File: config.mk
export PLATFORM = sky130hd
export DESIGN_NAME = fetch_unit
export DESIGN_NICKNAME = d
export VERILOG_FILES = /design/src/rtl/fetch_unit.sv
export SDC_FILE = /design/constraint.sdc
export NUM_CORES = 1
export LEC_CHECK = 0
export CAP_MARGIN = 40
export CORE_AREA = 2 2 203 145
export CTS_CLUSTER_SIZE = 28
export DETAILED_ROUTE_END_ITERATION = 8
export DIE_AREA = 0 0 205 147
export PLACE_DENSITY = 0.8
export SLEW_MARGIN = 20
export SYNTH_ARGS = -nofsm -noshare
export SYNTH_HDL_FRONTEND = slang
export SYNTH_SLANG_ARGS = --single-unit
File: constraint.sdc
create_clock -name clk -period 4.9 [get_ports clk]
set_input_delay 0.735 -clock clk [delete_from_list [all_inputs] [get_ports clk]]
set_output_delay 0.735 -clock clk [all_outputs]
set_load 0.1 [all_outputs]
File: src/rtl/fetch_unit.sv
// fetch_unit: RISC-V instruction fetch stage with variable-latency memory, back-pressure, redirect and faults
//   clk, rst                        clock, asynchronous active-low reset
//   mem_req/mem_addr                read request, held stable until mem_valid
//   mem_rdata/mem_valid             instruction word and response strobe
//   ir_valid/ir_ready               handshake to decode
//   ir/ir_pc/i19_15/i24_20/i11_7/i6_0  latched instruction, its address and field slices
//   redirect_valid/redirect_pc      branch/jump target
//   fault/fault_cause/fetch_count   sticky fault (0 misaligned, 1 timeout) and handed-off count
module fetch_unit #(
    parameter int unsigned XLEN = 64,
    parameter logic [XLEN-1:0] RESET_PC = '0,
    parameter int unsigned TIMEOUT = 16,
    parameter int unsigned CNT_W = 32
) (
    input  logic             clk,
    input  logic             rst,
    output logic             mem_req,
    output logic [XLEN-1:0]  mem_addr,
    input  logic [31:0]      mem_rdata,
    input  logic             mem_valid,
    output logic             ir_valid,
    input  logic             ir_ready,
    output logic [31:0]      ir,
    output logic [4:0]       i19_15,
    output logic [4:0]       i24_20,
    output logic [4:0]       i11_7,
    output logic [6:0]       i6_0,
    output logic [XLEN-1:0]  ir_pc,
    input  logic             redirect_valid,
    input  logic [XLEN-1:0]  redirect_pc,
    output logic             fault,
    output logic             fault_cause,
    output logic [CNT_W-1:0] fetch_count
);
    typedef enum logic [1:0] {FETCH, HOLD, DISCARD, FAULT} state_t;
    localparam int unsigned TW = TIMEOUT > 1 ? $clog2(TIMEOUT) : 1;
    state_t state, nxt;
    logic [XLEN-1:0] pc, old_addr;
    logic [TW-1:0] wcnt;
    logic misal, waiting, tmo, take;
    assign misal = redirect_pc[1:0] != 2'b00;
    assign waiting = mem_req && !mem_valid;
    assign tmo = TIMEOUT != 0 && waiting && wcnt == TW'(TIMEOUT - 1);
    assign take = state == FETCH && mem_valid && !redirect_valid;
    assign i19_15 = ir[19:15];
    assign i24_20 = ir[24:20];
    assign i11_7 = ir[11:7];
    assign i6_0 = ir[6:0];
    always_ff @(posedge clk or negedge rst)
        if (!rst) state <= FETCH;
        else state <= nxt;
    // An aligned redirect with a request still outstanding must drain that response first.
    always_comb begin
        nxt = state;
        if (redirect_valid) nxt = misal ? FAULT : (waiting ? DISCARD : FETCH);
        else if (tmo) nxt = FAULT;
        else if (state == FETCH && mem_valid) nxt = HOLD;
        else if (state == HOLD && ir_ready) nxt = FETCH;
        else if (state == DISCARD && mem_valid) nxt = FETCH;
    end
    // mem_req is gated by rst so no request is visible while reset is asserted.
    always_comb begin
        mem_req = rst && (state == FETCH || state == DISCARD);
        mem_addr = state == DISCARD ? old_addr : pc;
        ir_valid = state == HOLD;
        fault = state == FAULT;
    end
    // old_addr follows pc while fetching, so it holds the abandoned address once DISCARD is entered.
    always_ff @(posedge clk or negedge rst) begin
        if (!rst) begin
            pc <= RESET_PC;
            old_addr <= RESET_PC;
            ir <= '0;
            ir_pc <= '0;
            fault_cause <= 1'b0;
            fetch_count <= '0;
            wcnt <= '0;
        end else begin
            if (state == FETCH) old_addr <= pc;
            if (redirect_valid && !misal) pc <= redirect_pc;
            else if (take) pc <= pc + XLEN'(4);
            if (take) begin
                ir <= mem_rdata;
                ir_pc <= pc;
            end
            if (state == HOLD && ir_ready) fetch_count <= fetch_count + 1'b1;
            if (redirect_valid && misal) fault_cause <= 1'b0;
            else if (!redirect_valid && tmo) fault_cause <= 1'b1;
            wcnt <= (waiting && nxt == state) ? wcnt + 1'b1 : '0;
        end
    end
endmodule
==> impl_metrics.py <==
# Generated from Yosys and OpenROAD reports
metrics = {
    "yosys": {
        "edf_count": 0,
        "syn-num-nets": 1385,
        "fa_ha_area_share_pct": 0.2941,
        "yosys_most_used_dff": "dfrtp_1",
        "top_area_share_pct": 51.56,
        "synthArstFlopShare_pct": 100.0,
        "ys_warn_count": 0,
        "synthMuxAreaShare_pct": 12.18,
        "yosysCellCount": 1281,
        "ys_seq_elements": 263,
        "ys_sh_simple_pct": 22.80,
    },
    "critical_path": {
        "start_kind": "flop",
        "critPathBufInv": 2,
        "critPathArrivalTime_ns": 3.05,
        "cp.depth": 4,
        "path_delay_family": "simple AND/OR/NAND/NOR gates",
        "critPathMaxStageDelay_ns": 0.73,
        "cp.required_ns": 4.16,
        "r2r_end": "pc[49]$_DFFE_PN0P_",
        "critPathKind": "reg2out",
        "worstPathCellList": "nand2b_4 -> mux2_2 -> clkdlybuf4s50_1 -> buf_8",
        "critical-path-slowest-cell": "nand2b_4",
    },
    "timing": {
        "fin_crit_ns": 3.789,
        "hold_violations": 0,
        "slew-limit-headroom_pct": 39.39,
        "finalSetupViolations": 0,
        "slew_violations": 0,
        "clock_skew_ns": 0.02171,
    },
    "drt": {
        "routed_wl_mm": 45.37,
        "wl_per_cell_um": 21.30,
        "drt_iter0_drc": 1016,
    },
    "power": {
        "power.share.switching_pct": 48.21,
        "p_leak_nw": 8.921,
        "p_int_mw": 6.896,
        "combPwrFrac_pct": 58.3,
        "p_sw_mw": 6.418,
    },
    "clocking": {
        "insertion_delay_ns": 0.54,
        "post_cts_resized": 0,
        "h-tree-depth": 1,
        "cts.sinks": 263,
    },
    "global_route": {
        "grt_usage_pct": 29.96,
        "antenna_found_initial": 8,
    },
    "placement": {
        "gp_congestion": 0.8439,
    },
    "die": {
        "num_rows": 52,
        "io_pins": 319,
    },
    "run_status": {
        "outcome": "completed",
    },
    "hold_path": {
        "min_path_type": "in2async",
    },
}
[area by class of cell]
class,count,area [um^2],share of cell area (%)
timing repair buffer,522,6544,32.34
multi-input combinational,898,5625,27.80
sequential,263,6581,32.53
clock inverter,10,133.9,0.6616
antenna,7,17.52,0.08657
clock buffer,39,810.8,4.007
inverter,13,48.80,0.2412
tap,378,473.0,2.337
[worst min-delay path by stage]
stage,startpoint,to,slack [ns],cells past startpoint
2_1_floorplan,wcnt[0]$_DFF_PN0_,wcnt[0]$_DFF_PN0_,0.43,1
4_1_cts,rst,old_addr[14]$_DFFE_PN0N_,0.07,1
5_1_grt,rst,old_addr[14]$_DFFE_PN0N_,0.08,1
3_5_place_dp,ir_pc[61]$_DFFE_PN0P_,ir_pc[61]$_DFFE_PN0P_,0.46,2
3_3_place_gp,wcnt[0]$_DFF_PN0_,wcnt[0]$_DFF_PN0_,0.45,1
6_report,rst,old_addr[14]$_DFFE_PN0N_,0.08,1
[power by group through the flow]
stage	Clock [mW]	Sequential [mW]	Combinational (mW)
after floorplan	0	5.38	2.55
after global placement	0	3.31	5.85
after CTS	2.23	3.34	7.79
final	2.20	3.36	7.76
after global routing	2.31	3.43	7.97
after detailed placement	0	3.37	7.77
[layout by cell type (no fill, tap or decap), drive strengths merged, types with 13 or more instances in the layout]
| master | Yosys | final |
|---|---|---|
| mux2 | 131 | 131 |
| dfrtp | 263 | 263 |
| clkdlybuf4s50 | 0 | 288 |
| o21ai | 27 | 27 |
| or4 | 13 | 13 |
| nor2 | 44 | 44 |
| clkbuf | 63 | 39 |
| inv | 13 | 13 |
| buf | 44 | 234 |
| nand2 | 350 | 350 |
| o211ai | 14 | 14 |
| nand3 | 54 | 54 |
| xnor2 | 26 | 26 |
| nand4 | 52 | 52 |
| nor4 | 21 | 21 |
| nor3 | 15 | 15 |
| or3 | 14 | 14 |
| a31oi | 15 | 15 |
| xor2 | 14 | 14 |
[flip-flops by register name, indices dropped and copies added (netlist names)]
name / count
ir: 32
pc: 64
fault_cause: 1
ir_pc: 64
old_addr: 64
state: 2
wcnt: 4
fetch_count: 32
[Yosys cell counts (4+ instances only)]
cell	number
a21oi_1	4
nand2b_1	6
nand3_1	54
a211oi_1	4
a21o_1	6
buf_1	7
nor4_1	15
o31ai_1	7
dfrtp_1	263
o211ai_1	14
and3_1	7
buf_4	25
nor2b_1	4
clkbuf_1	59
buf_2	9
o311ai_0	6
nor3b_1	6
a221o_1	5
mux2_2	131
nor3_1	13
mux2i_1	8
and4_1	5
a22oi_1	6
inv_1	13
o21ai_0	27
or4_1	13
nand4_1	48
xor2_1	14
xnor2_1	26
or3_1	14
nor2_1	43
a31oi_1	15
and2_1	8
nand2_1	350
clkbuf_2	4
[kinds of logic after synthesis]
kind of cell / count (synthesis)
AND-OR/OR-AND: 108
XOR/XNOR: 40
adder cells (fa/ha/maj): 3
buffers and inverters: 120
flip-flops: 263
multiplexers: 139
AND/OR/NAND/NOR: 608
[per-layer routing]
metal / vias to the layer above / GRT usage, % / wire length (um)
li1: 5328 / - / -
met4: 2 / 11.83 / 1937
met3: 130 / 7.320 / 4297
met1: 5888 / 39.68 / 17790
met2: 674 / 47.58 / 21330
met5: - / 0 / 13
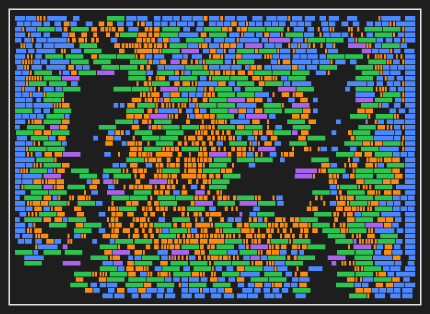
Fig. 1. Placement by cell class.
Drawn at 2 px/um.
Orange shows combinational and other logic, cells 911. Purple shows clock drivers and dummy loads, cells 49. Blue shows remaining buffers and delay cells, cells 522. Green shows sequential cells, cells 263.

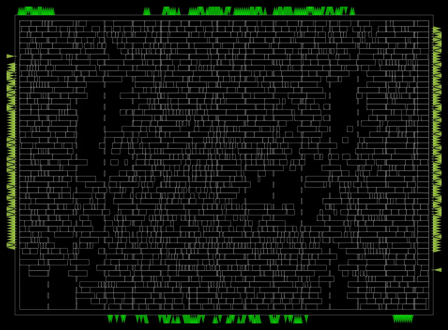
Fig. 2. Placement view.
fillcell total: 1,840
Seq area share: 32.53%
registers: 263
Core ar.: 0.02837 mm^2
# Taps: 378

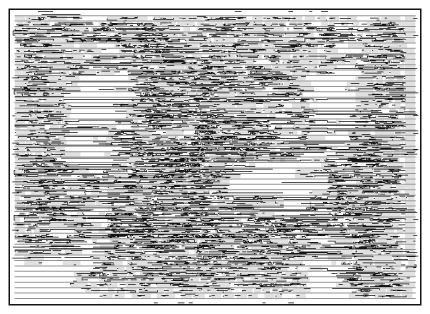
Fig. 3. The metal 1 layer.
Drawn at 2 px/um. Supply wires on this layer in gray.
The wires run mostly horizontal. The layer holds 39% of the routed length. The layer carries 17,800 um of wire. The longest straight run is 50.6 um.

Power and IR drop assume default switching activity.
